==> run_1/gate_families.png <==
Bar = 20 um.
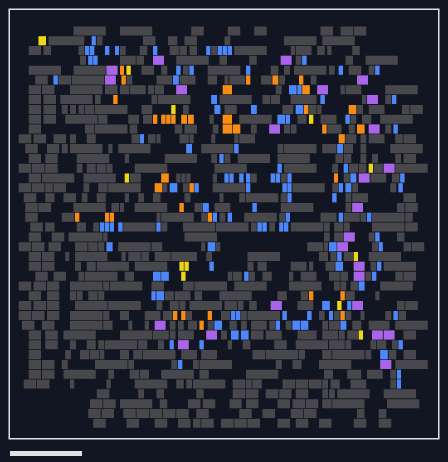
==> run_1/drive_strength.png <==
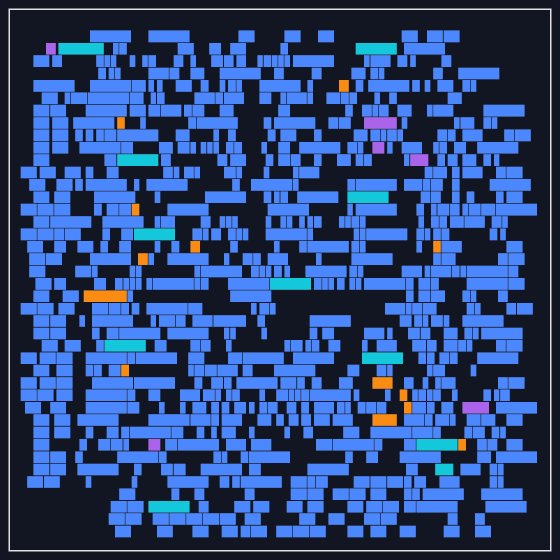
==> run_1/met3.png <==
Cells faint in the background.
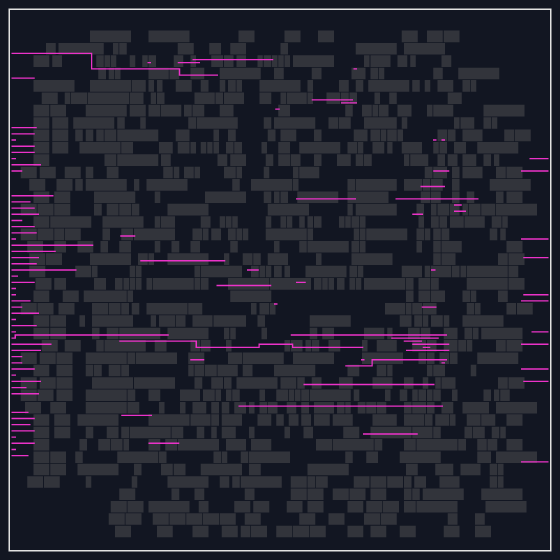
===== src/rtl/mul_share_ctrl.sv =====
// mul_share_ctrl
//   Shares one iterative shift-add 16x16 unsigned multiplier between two
//   requesters. Round-robin arbitration (1-bit last-grant pointer), one
//   partial-product step per MUL cycle, and the result is held in DONE
//   until the consumer accepts it.
//
// Ports
//   clk, rst                 rising-edge clock, async active-high reset
//   req0_valid/_a/_b/_ready  requester 0 handshake and operands
//   req1_valid/_a/_b/_ready  requester 1 handshake and operands
//   res_valid/_id/_p/_ready  result handshake, owner id, 32-bit product
//   busy                     high whenever the FSM is not IDLE
//
// Build option
//   MUL_EARLY_TERM_EN : when defined, MUL also exits as soon as the
//                       remaining multiplier bits are all zero.
module mul_share_ctrl (
  input  logic        clk,
  input  logic        rst,
  input  logic        req0_valid,
  input  logic [15:0] req0_a,
  input  logic [15:0] req0_b,
  output logic        req0_ready,
  input  logic        req1_valid,
  input  logic [15:0] req1_a,
  input  logic [15:0] req1_b,
  output logic        req1_ready,
  output logic        res_valid,
  output logic        res_id,
  output logic [31:0] res_p,
  input  logic        res_ready,
  output logic        busy
);

  typedef enum logic [1:0] {
    S_IDLE = 2'd0,
    S_MUL  = 2'd1,
    S_DONE = 2'd2
  } state_t;

  state_t      state_q, state_d;
  logic [31:0] acc_q, acc_d;
  logic [31:0] mcand_q, mcand_d;
  logic [15:0] mplier_q, mplier_d;
  logic [3:0]  cnt_q, cnt_d;
  logic        owner_q, owner_d;
  logic        last_q, last_d;

  logic        grant;
  logic        accept;
  logic        last_iter;

  // Tie goes to the requester not served last; otherwise the lone requester.
  assign grant  = (req0_valid && req1_valid) ? ~last_q : req1_valid;
  assign accept = (state_q == S_IDLE) && (req0_valid || req1_valid);

  assign req0_ready = accept && !grant;
  assign req1_ready = accept &&  grant;

`ifdef MUL_EARLY_TERM_EN
  // Stop once no set multiplier bits remain after this step's shift.
  assign last_iter = (cnt_q == 4'd15) || (mplier_q[15:1] == '0);
`else
  assign last_iter = (cnt_q == 4'd15);
`endif

  always_ff @(posedge clk or posedge rst) begin
    if (rst) begin
      state_q  <= S_IDLE;
      acc_q    <= '0;
      mcand_q  <= '0;
      mplier_q <= '0;
      cnt_q    <= '0;
      owner_q  <= 1'b0;
      last_q   <= 1'b1;
    end else begin
      state_q  <= state_d;
      acc_q    <= acc_d;
      mcand_q  <= mcand_d;
      mplier_q <= mplier_d;
      cnt_q    <= cnt_d;
      owner_q  <= owner_d;
      last_q   <= last_d;
    end
  end

  always_comb begin
    state_d  = state_q;
    acc_d    = acc_q;
    mcand_d  = mcand_q;
    mplier_d = mplier_q;
    cnt_d    = cnt_q;
    owner_d  = owner_q;
    last_d   = last_q;
    case (state_q)
      S_IDLE: begin
        if (accept) begin
          owner_d  = grant;
          last_d   = grant;
          acc_d    = '0;
          mcand_d  = {16'h0000, (grant ? req1_b : req0_b)};
          mplier_d = grant ? req1_a : req0_a;
          cnt_d    = '0;
          state_d  = S_MUL;
        end
      end
      S_MUL: begin
        if (mplier_q[0]) acc_d = acc_q + mcand_q;
        mcand_d  = mcand_q << 1;
        mplier_d = mplier_q >> 1;
        cnt_d    = cnt_q + 4'd1;
        if (last_iter) state_d = S_DONE;
      end
      S_DONE: begin
        if (res_ready) state_d = S_IDLE;
      end
      default: state_d = S_IDLE;
    endcase
  end

  assign res_valid = (state_q == S_DONE);
  assign res_p     = res_valid ? acc_q : '0;
  assign res_id    = res_valid ? owner_q : 1'b0;
  assign busy      = (state_q != S_IDLE);

endmodule


===== config.mk =====
export PLATFORM = sky130hd
export DESIGN_NAME = mul_share_ctrl
export DESIGN_NICKNAME = d
export VERILOG_FILES = /design/src/rtl/mul_share_ctrl.sv
export SDC_FILE = /design/constraint.sdc
export NUM_CORES = 1
export LEC_CHECK = 0
export CAP_MARGIN = 20
export CELL_PAD_IN_SITES_DETAIL_PLACEMENT = 0
export CELL_PAD_IN_SITES_GLOBAL_PLACEMENT = 1
export CORE_MARGIN = 2
export CORE_UTILIZATION = 43
export CTS_BUF_LIST = sky130_fd_sc_hd__clkbuf_16
export DETAILED_ROUTE_END_ITERATION = 8
export GPL_TIMING_DRIVEN = 0
export PLACE_DENSITY_LB_ADDON = 0.12
export SETUP_SLACK_MARGIN = 0.05
export SYNTH_ARGS = -nofsm -noshare
export SYNTH_HDL_FRONTEND = slang
export SYNTH_SLANG_ARGS = --single-unit

===== constraint.sdc =====
create_clock -name clk -period 8.14 [get_ports clk]
set_input_delay 1.628 -clock clk [delete_from_list [all_inputs] [get_ports clk]]
set_output_delay 1.628 -clock clk [all_outputs]
set_load 0.01 [all_outputs]

==> results_dict.tcl, run 1 <==
# flow metrics
set metrics [dict create \
    antenna_found_initial 0 \
    path_max_fanout 6 \
    via_per_inst 5.38 \
    ctsResizeCount 0 \
    first_pass_iters 5 \
    p_per_area_nw_per_um2 391 \
    cpMostUsedCell "clkdlybuf4s50_1" \
    hold_end "acc_q[31]" \
    syn-mean-instance-area_um2 8.85 \
    reg2reg_depth 11 \
    rsz0062_at_grt "no" \
    warning_count 26 \
    fillerInstances 1249 \
    grtUsageTotal_pct 22.0 \
    cts_buffer_depth 2 \
    globalplace.congestion 0.936 \
    hpwl_mm 11.4 \
    die_width_um 119 \
    cts.sinks 88 \
    cts_tree "yes" \
    ys_area_um2 5660 \
    drtIter0Drc 335 \
    clock_latency_ns 0.35 \
    slowest_delay_ns 0.58 \
    ys_types 56 \
    p_leak_uw 0.00318 \
    period_needed_ns 5.08 \
    ys_cells 639 \
    min_from "acc_q[31]" \
    slew_headroom_pct 30.4 \
    global_route.overflow_total 0 \
    fmax_mhz 197 \
    setup-violations-final 0 \
    placed_area_um2 6950 \
    status "finished, final reports clean" \
    flop_area_um2 2200 \
    rr_startpoint "mcand_q[0]" \
    critPathRequiredTime_ns 6.51 \
    cp_data_arrival_time_ns 3.45 \
    reg2reg_to "acc_q[30]" \
    netlist_instances 639 \
    cp_num_cells 6 \
    top_cells_by_count "87 x dfrtp_1, 87 x o21ai_0, 83 x nand2_1" \
    final.setup_skew_ns 0.00959 \
    hp-class "flop to flop" \
]
## Picture notes: gate_families.png
Yellow shows inverters, cells 12. Purple shows XOR/XNOR gates, cells 25. Blue shows NAND gates, cells 112, where all over the die. Orange shows NOR gates, cells 38.
top logic cell by instance count in the layout: clkdlybuf4s50_1
Layout Cells excl Fill: 933
Comb area share: 44.9%

## Picture notes: drive_strength.png
Orange shows drive 2, cells 13, share 1.7%. Cyan shows drive 6 and up, cells 11, share 1.4%. Blue shows drive 1 or less, cells 731, share 96%. Purple shows drive 3 to 4, cells 6, share 0.79%.
fin area: 7220 um2
Final Worst Setup Slack: 3.06 ns
nonclk buf count: 148
area grow syn2layout: 27.6%

## Picture notes: met3.png
The layer holds 4.9% of the routed length. The longest straight run is 44.6 um.
routed vias: 5024
Routed WL: 14.9 mm
M3 GR Usage: 3.62%

run 1: per-stage QoR:
step | hold slack (ns) | cells
2_1_floorplan | 0.437 | 639
4_1_cts | 0.482 | 933
6_report | 0.474 | 933
5_1_grt | 0.497 | 933
3_3_place_gp | 0.456 | 916
3_5_place_dp | 0.467 | 917
run 1: state kept, by name, indices dropped and copies added (netlist names):
| signal | count |
|---|---|
| acc_q | 32 |
| last_q | 1 |
| cnt_q | 4 |
| state_q | 2 |
| owner_q | 1 |
| mplier_q | 16 |
| mcand_q | 32 |
run 1: power by group:
part,switching (uW),internal [uW]
sequential,166,651
combinational,960,660
clock,180,204
run 1: final cells by class:
type	instances	share of cell area, %
Clock inverter	7	0.538
Sequential cell	88	30.5
Inverter	12	0.659
Tap cell	172	2.98
Timing Repair Buffer	106	14.9
Multi-Input combinational cell	497	44.9
Buffer	42	2.34
Clock buffer	9	3.12
run 1: how the worst max path moves through the flow:
stage	start	end
floorplan	req1_valid	req0_ready
global placement	rst	acc_q[10]
finish	req1_valid	req0_ready
global route	req1_valid	req0_ready
CTS	req1_valid	req0_ready
detailed placement	req1_valid	req0_ready
run 1: logic make-up (layout without fill, tap and decap cells):
group	count (synthesis)	count (layout)	synth area share, %
and+or+nand+nor	199	199	17.1
muxes	35	35	6.19
AOI/OAI and AO/OA	205	205	22.7
xor gates and xnor gates	25	25	3.87
DFF	88	88	39.0
buffers and inverters	54	176	3.78
adders and majority gates	33	33	7.43
run 1: routing by layer:
| layer | track usage [%] | up-vias | part of all wire, % |
|---|---|---|---|
| met5 | 0 | - | 0 |
| met2 | 35.2 | 127 | 47 |
| met4 | 9.38 | 0 | 2.2 |
| li1 | - | 2515 | - |
| met1 | 29.6 | 2360 | 46 |
| met3 | 3.62 | 22 | 4.9 |
==> run_1/clock_map.png <==
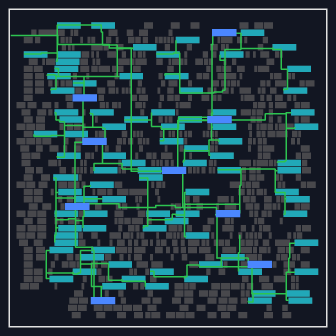

==> run 2, diff against run 1 <==
Settings changed: CORE_UTILIZATION 43 to 36.
Clock period 8.14 ns to 4.5 ns, I/O delays scaled along.
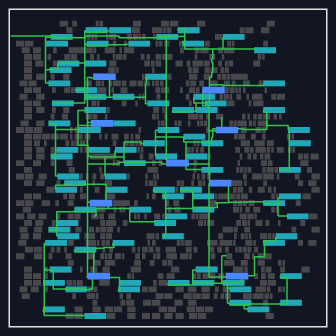
(run_2/clock_map.png)
Green shows clock wires, length 1360 um. Blue shows cells driving clock nets, count 9. Cyan shows flip-flops, count 88.
Position of the flops: all over the die.
insertion delay at the late pin of the worst-skew pair: 0.35 ns
clock power share: 15.0%
clk_skew: 0.00746 ns
Clock Power: 784 uW

==> results_dict.tcl, run 2 <==
# flow metrics
set metrics [dict create \
    status "finished, final reports clean" \
    p_sw_uw 2400 \
    internal_power_uw 2810 \
    ios 106 \
    combPwrFrac_pct 56.6 \
    dieHeight_um 129 \
    hold_end "owner_q" \
    hpwl_mm 12.0 \
    cts_tree "yes" \
    reg2reg_depth 11 \
    fin_setup_tns_ns 0 \
    p_per_area_nw_per_um2 713 \
    grt_max_degree 58 \
    power_leader "combinational logic" \
    maxUsedRoutingLayer "met4" \
    min_from "owner_q" \
    global_route.overflow_total 0 \
    cts_buffer_depth 2 \
    layout_top_cell "clkdlybuf4s50_1" \
    route.detailed.drc 0 \
    syn_to_final_growth_pct 29.2 \
    fmax_mhz 273 \
    finalMaxSlewViolations 0 \
    period_needed_ns 3.66 \
    htreeDepth 3 \
    wl_met1_mm 7.36 \
    first_pass_iters 5 \
    worstSetupEndpointType "output pin" \
    vias 5098 \
    grtUsageMet2_pct 31.6 \
    die_width_um 129 \
    tightest_slew_ns 0.906 \
    pg_comb_uw 2950 \
    ctsResizeCount 0 \
    avgRoutedWirePerCell_um 16.0 \
    path_max_fanout 6 \
    seqPwrFrac_pct 28.4 \
    fin_cells 972 \
    netlist_top_cells_area "dfrtp_1 38%, o21ai_0 7.7%, ha_1 7.1%" \
    slew_headroom_pct 39.0 \
    use_met1_pct 26.1 \
    grt_pass1_wl_mm 25.2 \
    cp_data_arrival_time_ns 2.76 \
    rsz0062_at_grt "no" \
    grtUsageTotal_pct 19.3 \
    cts_root_buffer "clkbuf_16" \
    finalHoldViolCount 0 \
    wl_met3_um 743 \
    maxCapViolations 0 \
    sequentialPower_uw 1480 \
    grt_util_met3_pct 2.77 \
    synth_top_area_share_pct 38.5 \
    p_leak_uw 0.00320 \
    reg2reg_to "acc_q[30]" \
    antenna_cells 0 \
    via_per_inst 5.24 \
    grt.busiest_layer "met2" \
    p_sw_share_pct 46.1 \
    reg.largest.list "acc_q x32, mcand_q x32, mplier_q x16" \
    drtIter0Drc 369 \
    top_cells_by_count "87 x dfrtp_1, 87 x o21ai_0, 83 x nand2_1" \
    whs_ns 0.475 \
    dp_cells 956 \
    top_area_cell "dfrtp_1" \
    ant_nets 0 \
    met2_length_mm 7.15 \
    routed_wl_mm 15.5 \
    netlist_instances 639 \
    critPathRequiredTime_ns 3.60 \
    ys_types 56 \
    syn-mean-instance-area_um2 8.85 \
    setup-violations-final 0 \
    ys_warn_count 0 \
    chip_area_um2 16700 \
    warning_count 26 \
    ys_cells 639 \
    worst_ir_drop_vdd_mv 0.232 \
    globalplace.congestion 0.873 \
    setup.worst_path.class "input port to output pin" \
    cts.sinks 88 \
    ys_area_um2 5660 \
    rr_startpoint "mcand_q[0]" \
    lay_top_cells "105 x clkdlybuf4s50_1, 87 x o21ai_0, 87 x dfrtp_1" \
    hp-class "flop to flop" \
    antenna_found_initial 0 \
    io_buffers 105 \
]
==> run 2: cell counts after synthesis <==
No cell type changed its count.
==> run 2: worst max-delay path by stage <==
stage	startpoint	depth (start not counted)	end	slack, ns
6_report	req1_valid	6	req0_ready	0.84
3_3_place_gp	rst	2	acc_q[10]	-0.18
3_5_place_dp	req1_valid	6	req0_ready	0.85
4_1_cts	req1_valid	6	req0_ready	0.84
2_1_floorplan	rst	1	acc_q[0]	1.32
5_1_grt	req1_valid	6	req0_ready	0.76
==> run 2: through the flow <==
| stage | util (%) | cell area, um2 | power (uW) | setup slack [ns] |
|---|---|---|---|---|
| after floorplan | - | 5660 | 3640 | 1.32 |
| after global placement | 45.7 | 6970 | 4370 | -0.177 |
| after detailed placement | 45.9 | 7000 | 4450 | 0.850 |
| after CTS | 47.9 | 7310 | 5260 | 0.840 |
| after global routing | 47.9 | 7310 | 5700 | 0.761 |
| final | 47.9 | 7310 | 5210 | 0.839 |
==> run 2: area by class of cell <==
type | instances | area, um2
plain buffers | 42 | 169
clock buffers | 9 | 225
clock inverters | 7 | 81.3
fillers | 1540 | 7950
inverters | 12 | 47.5
multi-input cells | 497 | 3240
flip-flops and latches | 88 | 2200
well taps | 211 | 264
repair buffers | 106 | 1080
==> run 2: kinds of logic after synthesis <==
logic type                 Yosys count  share of synthesized area (%)
DFF                                 88                           39.0
and+or+nand+nor                    199                           17.1
AOI/OAI and AO/OA                  205                           22.7
adders and majority gates           33                           7.43
muxes                               35                           6.19
xor gates and xnor gates            25                           3.87
buffers and inverters               54                           3.78
==> run 2: critical path, stage by stage <==
cell and delay, ns:
clkdlybuf4s50_1 0.51, nor2_1 0.07, or2_2 0.26, clkbuf_1 0.20
a21oi_1 0.23, clkdlybuf4s50_1 0.58
==> run_2/met3.png <==
Cells faint in the background.
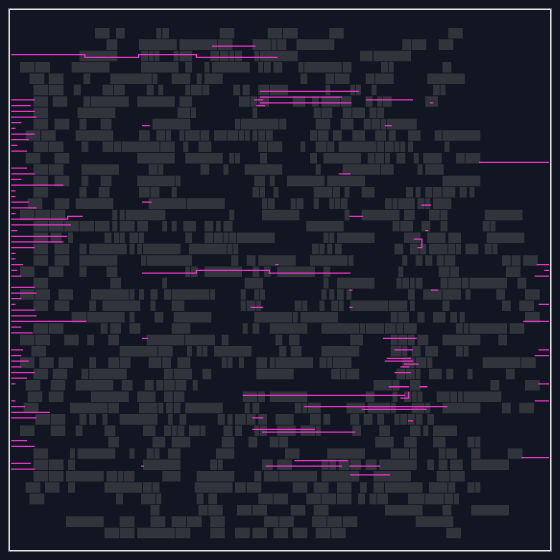

==> run 3, diff against run 2 <==
Settings changed: CORE_UTILIZATION 36 to 40.
Clock period 4.5 ns to 3.4 ns, I/O delays scaled along.
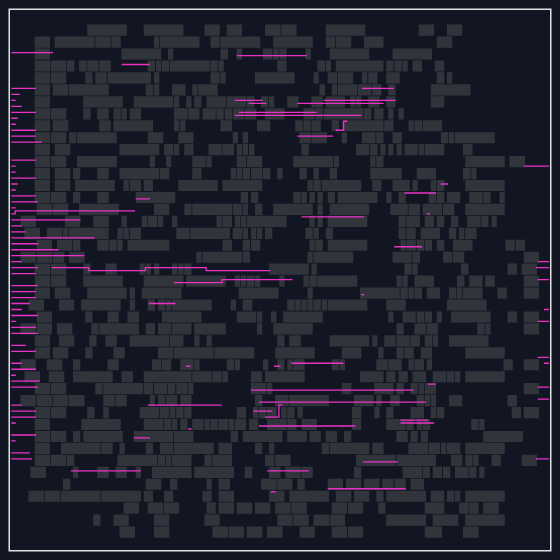
(run_3/met3.png)
Cells faint in the background.
The wires run mostly horizontal. 95 nets have wire on it. The layer carries 758 um of wire.
Routed WL: 15.4 mm
routed vias: 5133
M3 GR Usage: 3.64%

==> results_dict.tcl, run 3 <==
# flow metrics
set metrics [dict create \
    globalplace.congestion 0.868 \
    lay_top_cells "105 x clkdlybuf4s50_1, 87 x o21ai_0, 87 x dfrtp_1" \
    status "finished, final reports clean" \
    warning_count 26 \
    setup-violations-final 0 \
    drtIter0Drc 286 \
    p_per_area_nw_per_um2 957 \
    io_buffers 105 \
    grtUsageTotal_pct 21.5 \
    synth_top_area_share_pct 38.5 \
    fmax_mhz 313 \
    finalHoldViolCount 0 \
    p_sw_uw 3190 \
    crit_chain "clkdlybuf4s50_1, nor2_1, or2_2, clkbuf_1, a21oi_1, clkdlybuf4s50_1" \
    worst_path_max_delay_cell "clkdlybuf4s50_1" \
    ys_sh_simple_pct 17.1 \
    avgRoutedWirePerCell_um 16.4 \
    hpwl_mm 11.7 \
    top_cells_by_count "87 x dfrtp_1, 87 x o21ai_0, 83 x nand2_1" \
    path_max_fanout 6 \
    critPathBufInv 3 \
    grt_max_degree 70 \
    fin_cells 941 \
    first_pass_iters 6 \
    seqPwrFrac_pct 28.1 \
    ios 106 \
    fin_setup_tns_ns 0 \
    global_route.overflow_total 0 \
    ys_sh_xor_pct 3.87 \
    setup.worst_path.class "input port to output pin" \
    pre_cts_ws_ns 0.154 \
    internal_power_uw 3790 \
    cts_tree "yes" \
    netlist_top_cells_area "dfrtp_1 38%, o21ai_0 7.7%, ha_1 7.1%" \
    worstSetupEndpointType "output pin" \
    finalMaxSlewViolations 0 \
    ys_cells 639 \
    maxCapViolations 0 \
    syn-mean-instance-area_um2 8.85 \
    ys_sh_mux_pct 6.19 \
    dieHeight_um 123 \
    ys_types 56 \
]
-- run 3: cell types whose count changed in the layout (fill, tap and decap cells not counted), sizes merged --
cell	change
clkinv	-1
bufinv	+1
-- run 3: cell type report --
cell class	count	area [um2]	area share, %
Clock inverter	7	88.8	1.22
Sequential cell	88	2200	30.3
Inverter	12	47.5	0.653
Timing Repair Buffer	106	1080	14.8
Clock buffer	9	225	3.09
Multi-Input combinational cell	497	3240	44.6
Tap cell	180	225	3.09
Buffer	42	169	2.32
-- run 3: power by group through the flow --
stage / Clock (uW) / Sequential, uW / Combinational [uW]
global route: 1140 / 2030 / 4430
detailed placement: 0 / 1980 / 3890
global placement: 0 / 1960 / 3800
floorplan: 0 / 1830 / 3000
CTS: 1090 / 1960 / 3920
finish: 1070 / 1960 / 3940
-- run 3: path summary, 6_finish.rpt --
| check | to | cells past startpoint |
|---|---|---|
| setup / recovery | req0_ready | 6 |
| hold / removal | acc_q[31] | 1 |
| setup reg to reg | acc_q[30] | 11 |
| hold reg to reg | acc_q[31] | 1 |
| max in group asynchronous | last_q | 3 |
| min in group asynchronous | mplier_q[3] | 2 |
-- run 3: kinds of logic (layout without fill, tap and decap cells) --
kind of cell	count (synthesis)	after routing
AOI/OAI and AO/OA	205	205
muxes	35	35
buffers and inverters	54	176
DFF	88	88
xor gates and xnor gates	25	25
and+or+nand+nor	199	199
adders and majority gates	33	33
-- run 3: layer usage --
| metal | routed length (um) | track usage (%) |
|---|---|---|
| met1 | 7190 | 29.2 |
| met2 | 7190 | 34.4 |
| met3 | 757 | 3.64 |
| met4 | 271 | 8.26 |
| met5 | 0 | 0 |

==> layout pictures side by side <==
Track usage over the die.
shot_01.png
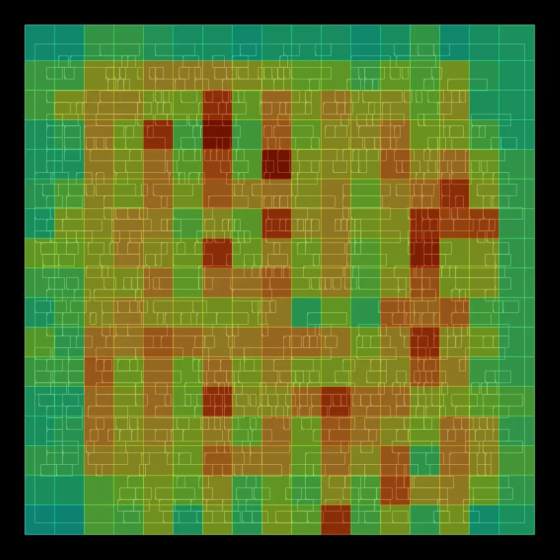
shot_02.png
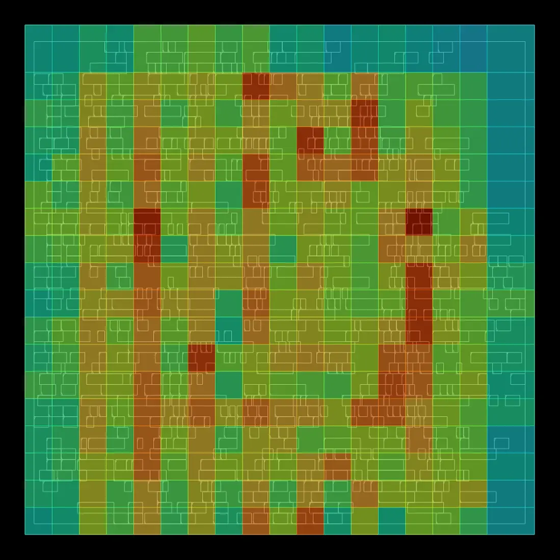
- shot_02.png = run 2
- shot_01.png = run 1

Power figures rest on the tool's default switching activity, not on a simulated workload.
